### src/rtl/ras_ctrl.sv
// Return-address-stack sequencing controller: classifies accepted control-flow
// instructions, emits registered RAS/checkpoint strobes. Optional macro: RAS_CTRL_COMPRESSED_EN.
module ras_ctrl #(
   parameter int MAX_IDS = 8,
   parameter int CNT_W   = $clog2(MAX_IDS + 1)
) (
   input  logic             clk,
   input  logic             rst,
   input  logic             fetch_valid,
   output logic             fetch_ready,
   input  logic [31:0]      fetch_pc,
   input  logic             is_branch,
   input  logic             is_jal,
   input  logic             is_jalr,
   input  logic [4:0]       rd_addr,
   input  logic [4:0]       rs1_addr,
`ifdef RAS_CTRL_COMPRESSED_EN
   input  logic             is_compressed,
`endif
   input  logic             branch_retired,
   input  logic             fetch_flush,
   input  logic             early_flush,
   output logic             ras_push,
   output logic             ras_pop,
   output logic [31:0]      ras_new_addr,
   output logic             ras_branch_fetched,
   output logic             ras_branch_retired,
   output logic             predict_return,
   output logic [CNT_W-1:0] outstanding
);

   localparam logic [CNT_W-1:0] FULL = CNT_W'(MAX_IDS);

   function automatic logic is_link(input logic [4:0] r);
      return (r == 5'd1) || (r == 5'd5);
   endfunction

   logic             push_reg, push_next;
   logic             pop_reg, pop_next;
   logic             fetched_reg, fetched_next;
   logic             retired_reg, retired_next;
   logic             predict_reg, predict_next;
   logic [31:0]      addr_reg, addr_next;
   logic [CNT_W-1:0] count_reg, count_next;

   logic             flush;
   logic             accept;
   logic             rd_link;
   logic             rs1_link;
   logic             push_req;
   logic             pop_req;
   logic             cf_req;
   logic             retire_ok;
   logic [31:0]      ret_addr;

   assign fetch_ready = (count_reg < FULL);

   assign flush    = fetch_flush | early_flush;
   assign accept   = fetch_valid & fetch_ready & ~flush;
   assign rd_link  = is_link(rd_addr);
   assign rs1_link = is_link(rs1_addr);
   assign cf_req   = is_branch | is_jal | is_jalr;

   // JALR with both link registers pushes; it also pops unless rd == rs1 (coroutine swap).
   assign push_req = (is_jal & rd_link) | (is_jalr & rd_link);
   assign pop_req  = is_jalr & rs1_link & (~rd_link | (rd_addr != rs1_addr));

`ifdef RAS_CTRL_COMPRESSED_EN
   assign ret_addr = fetch_pc + (is_compressed ? 32'd2 : 32'd4);
`else
   assign ret_addr = fetch_pc + 32'd4;
`endif

   assign retire_ok = branch_retired & (count_reg != '0) & ~flush;

   always_comb begin
      push_next    = 1'b0;
      pop_next     = 1'b0;
      fetched_next = 1'b0;
      predict_next = 1'b0;
      retired_next = retire_ok;
      addr_next    = addr_reg;
      count_next   = count_reg;
      if (accept) begin
         push_next    = push_req;
         pop_next     = pop_req;
         predict_next = pop_req;
         fetched_next = cf_req;
         if (push_req) begin
            addr_next = ret_addr;
         end
      end
      if (flush) begin
         count_next = '0;
      end else begin
         unique case ({accept & cf_req, retire_ok})
            2'b10:   count_next = (count_reg == FULL) ? count_reg : count_reg + CNT_W'(1);
            2'b01:   count_next = count_reg - CNT_W'(1);
            default: count_next = count_reg;
         endcase
      end
   end

   always_ff @(posedge clk) begin
      if (rst) begin
         push_reg    <= 1'b0;
         pop_reg     <= 1'b0;
         fetched_reg <= 1'b0;
         retired_reg <= 1'b0;
         predict_reg <= 1'b0;
         addr_reg    <= '0;
         count_reg   <= '0;
      end else begin
         push_reg    <= push_next;
         pop_reg     <= pop_next;
         fetched_reg <= fetched_next;
         retired_reg <= retired_next;
         predict_reg <= predict_next;
         addr_reg    <= addr_next;
         count_reg   <= count_next;
      end
   end

   assign ras_push           = push_reg;
   assign ras_pop            = pop_reg;
   assign ras_new_addr       = addr_reg;
   assign ras_branch_fetched = fetched_reg;
   assign ras_branch_retired = retired_reg;
   assign predict_return     = predict_reg;
   assign outstanding        = count_reg;

endmodule

### config.mk
export PLATFORM = sky130hd
export DESIGN_NAME = ras_ctrl
export DESIGN_NICKNAME = d
export VERILOG_FILES = /design/src/rtl/ras_ctrl.sv
export SDC_FILE = /design/constraint.sdc
export NUM_CORES = 1
export LEC_CHECK = 0
export ABC_CLOCK_PERIOD_IN_PS = 5500
export CORE_UTILIZATION = 47
export DETAILED_ROUTE_END_ITERATION = 8
export PLACE_DENSITY = 0.95
export SLEW_MARGIN = 20
export SYNTH_ARGS = -nofsm -noshare
export SYNTH_HDL_FRONTEND = slang
export SYNTH_SLANG_ARGS = --single-unit
### constraint.sdc
create_clock -name clk -period 5.5 [get_ports clk]
set_input_delay 1.1 -clock clk [delete_from_list [all_inputs] [get_ports clk]]
set_output_delay 1.1 -clock clk [all_outputs]
set_load 0.03 [all_outputs]
==> flow_summary.ini, run 1 <==
; implementation run metrics
[final_layout]
signal_buffers = 93
sequential_cell_area_um2 = 800.8

[yosys]
top_area_cell_share_pct = 35.09
primary_ff_master_synth = sky130_fd_sc_hd__dfxtp_1
ys_top_cells_by_count = sky130_fd_sc_hd__dfxtp_1 (40), sky130_fd_sc_hd__nor2_1 (37), sky130_fd_sc_hd__xnor2_1 (21)
topCombFamilyByArea = simple AND/OR/NAND/NOR gates
yosys-stat-area_um2 = 2282
synth-edff-count = 0
synth.yosys.num_cells = 243
synth.ff_latch_count = 40
mux_area_share_pct = 1.754

[setup_path]
timing.critical_path.arrival_ns = 3.64
reg2reg_setup_slack_ns = 3.11
crit-reg2reg-launch = outstanding[3]

[pwr]
pg_comb_uw = 87.1
sw_frac_of_total_pct = 24.55
cellInternalPower_uw = 438.9
fin_total_pwr_uw = 581.7

[route]
topRoutingLayerUsed = met4
wl_per_cell_um = 13.99
totalWireLength_um = 5331

[global_route]
grt-busiest-layer = met2

[cts]
clkTransAtPathRegs_ns = 0.08
cts_tree = yes

[timing]
worst_pin_slew_ns = 0.8470
post_route_worst_hold_slack_ns = 0.4998

[worst_hold_path]
hold_start = ras_new_addr[11]
hold-path-endpoint = ras_new_addr[11]

[status]
status = completed

[placed_design]
hpwl_um = 4043
run_1/placement_by_type.png
Fill, decap, tap and diode cells in gray.
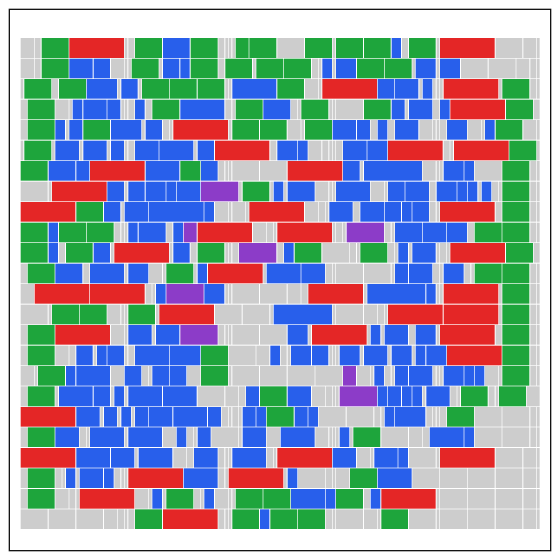
combinational and other logic -> blue  # cells 188, share of their area 43%
sequential cells -> red  # cells 40, share of their area 25%
remaining buffers and delay cells -> green  # cells 93, share of their area 29%
clock drivers and dummy loads -> purple  # cells 8, share of their area 2.9%
flop share of the area: 24.51%
Layout Cell Area excl Fill: 3267 um^2
number of placement rows: 24
Core Footprint: 4504 um^2

run_1/placement.png
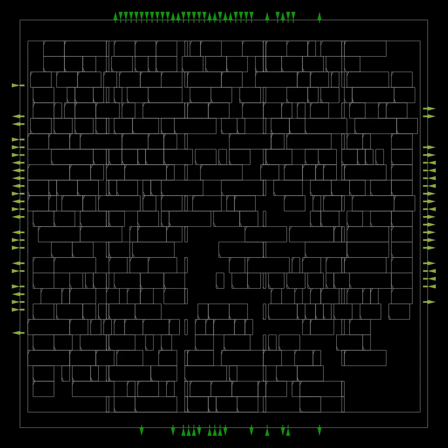
Fillers: 364
number of sequential storage elements: 40
core utilization of the finished layout: 72.53%
non-filler cells, final: 381
number of well-tap cells placed: 52

run_1/power_grid.png
The bar under the picture is 20 um long. Pins as bars on the die edge. Tap cells in gray.
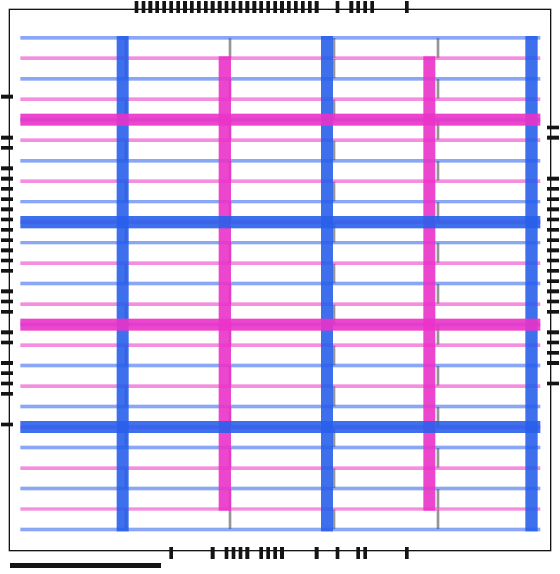
VDD -> magenta
VSS -> blue
met1 rails = 25
tap cells = 52
rows = 24
met5 straps = 4
height of the die: 71.69 um
worst-case vdd ir drop: 0.1377 mV
Chip Width: 71.69 um

==> run 2: changes to the inputs <==
- ABC_CLOCK_PERIOD_IN_PS: 5500 -> 3200
- CORE_UTILIZATION: 47 -> 43
- PLACE_DENSITY: 0.95 -> 0.89
- clock period: 5.5 -> 3.2 ns (I/O delays scaled with it)
run_2/placement.png
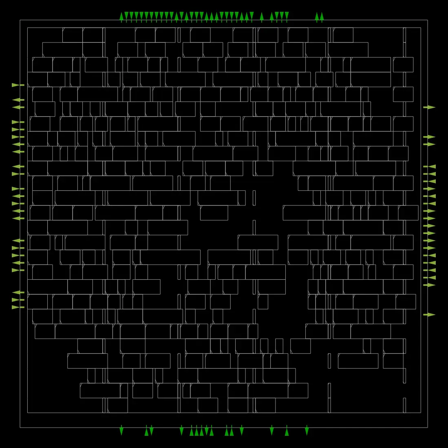
number of placement rows: 26
number of well-tap cells placed: 70
flop share of the area: 24.07%
Fillers: 457
core utilization of the finished layout: 65.14%

==> run 2 against run 1 <==
Effect of this change: cell area is 1.8% higher; hold slack better by 0.0019 ns; clock-buffer cell count stayed put; synthesized cell count stayed put; wire length is 0.81% higher; global-route usage is 0.63 points lower; first-iteration DRC count is 61% lower; combinational power is 73% higher; register-to-register slack worse by 2.2 ns; flip-flop count stayed put; via count is 0.69% higher; sequential share of layout area is 0.44 points lower; critical endpoint unchanged.
==> flow_summary.ini, run 2 <==
; implementation run metrics
[final_layout]
signal_buffers = 96
design_area_um2 = 3327
sequential_cell_total = 40
inverters = 10
final_cells = 402
sequential_cell_area_um2 = 800.8

[yosys]
synth.yosys.num_cells = 243
synth-edff-count = 0
netlist.top_cell.by_area = sky130_fd_sc_hd__dfxtp_1
topCombFamilyByArea = simple AND/OR/NAND/NOR gates
synth.ff_latch_count = 40
mux_area_share_pct = 1.754
ys_top_cells_by_count = sky130_fd_sc_hd__dfxtp_1 (40), sky130_fd_sc_hd__nor2_1 (37), sky130_fd_sc_hd__xnor2_1 (21)
yosys-stat-area_um2 = 2282
primary_ff_master_synth = sky130_fd_sc_hd__dfxtp_1
most_common_cell = sky130_fd_sc_hd__dfxtp_1
netlist_instances = 243
top_area_cell_share_pct = 35.09

[route]
via_per_inst = 5.107
totalWireLength_um = 5374
wl_per_cell_um = 13.37
topRoutingLayerUsed = met4

[pwr]
sw_frac_of_total_pct = 23.29
pg_comb_uw = 151
fin_total_pwr_uw = 1062
top_power_group = sequential cells
cellInternalPower_uw = 814.7

[die]
die-width_um = 74.85
die_height_um = 74.85

[setup_path]
timing.critical_path.arrival_ns = 3.08
worstPathCellList = clkdlybuf4s50_1, or3b_2, or3_4, inv_2, ha_1, a21o_1, a21o_1, nor4_1, a31oi_1, a21oi_1
reg2reg_setup_slack_ns = 0.95

[flow_run]
openroad.warnings = 26
max_cap_viol_count = 0

[cts]
clkTransAtPathRegs_ns = 0.08
cts_tree = yes

[status]
status = completed

[worst_hold_path]
hold-path-endpoint = ras_new_addr[7]
hold_start = ras_new_addr[7]
holdPathStages = 2

[timing]
post_route_worst_hold_slack_ns = 0.5017
worst_pin_slew_ns = 0.7988
grt_setup_unrepaired = false

[placed_design]
hpwl_um = 4108
==> run 3: changes to the inputs <==
- CORE_MARGIN: not set -> 2
run_3/placement.png
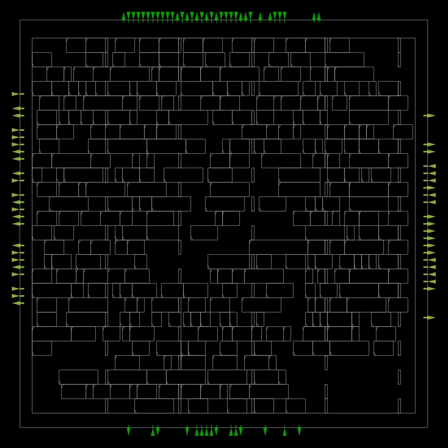
non-filler cells, final: 401
core utilization of the finished layout: 65.24%
Fillers: 424

==> run 3 against run 2 <==
Effect of this change: final cell count is 0.25% lower; synthesized cell count stayed put; sequential power hardly changed; critical path type unchanged; largest power group unchanged.
==> flow_summary.ini, run 3 <==
; implementation run metrics
[status]
status = completed

[pwr]
cellInternalPower_uw = 814.6
sw_frac_of_total_pct = 22.68
top_power_group = sequential cells

[flow_run]
max_cap_viol_count = 0
openroad.warnings = 26

[yosys]
synth-edff-count = 0
synth.yosys.num_cells = 243
most_common_cell = sky130_fd_sc_hd__dfxtp_1
ys_top_cells_by_count = sky130_fd_sc_hd__dfxtp_1 (40), sky130_fd_sc_hd__nor2_1 (37), sky130_fd_sc_hd__xnor2_1 (21)
synth.ff_latch_count = 40

[final_layout]
design_area_um2 = 3332
inverters = 10
signal_buffers = 95
sequential_cell_total = 40

[cts]
clkTransAtPathRegs_ns = 0.08

[route]
via_per_inst = 5.100
wl_per_cell_um = 13.44

[setup_path]
timing.critical_path.arrival_ns = 3.08
worstPathCellList = clkdlybuf4s50_1, or3_1, and2_1, or3_4, inv_2, ha_1, a21o_1, a21o_1, nor4_1, a31oi_1, a21oi_1
crit-reg2reg-launch = outstanding[3]

[die]
die_height_um = 76.85

[placed_design]
hpwl_um = 4152

==> gallery <==
Signal metal coverage by tile.
Plate I
15 x 15 tiles, from dark blue (low) to red (high), scaled to the fullest tile. Values are wire area over tile area, all layers added.
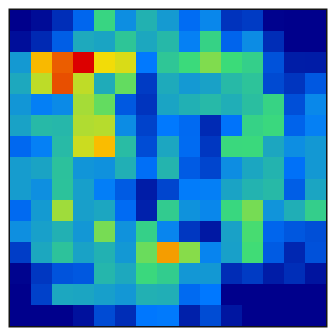
Plate II
14 x 14 tiles, from dark blue (low) to red (high), scaled to the fullest tile. Values are wire area over tile area, all layers added.
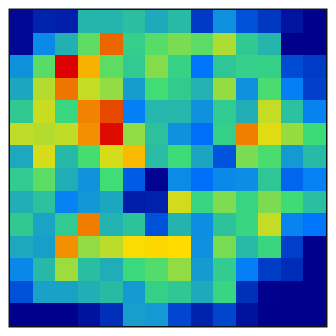
Plate III
15 x 15 tiles, from dark blue (low) to red (high), scaled to the fullest tile. Values are wire area over tile area, all layers added.
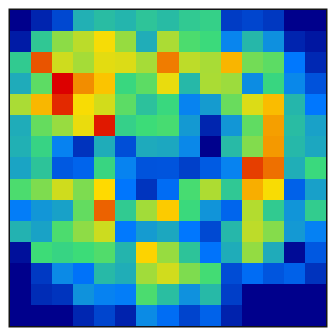
Run 2 is Plate III.
Run 3 is Plate I.
Run 1 is Plate II.

Key to Plate I:
tiles over half the peak = 11%
nearly empty tiles = 8.9%
fullest tile = 0.47
mean over tiles = 0.14
emptiest ninth of the die = south-east

Power is estimated from default activity; no workload was simulated.
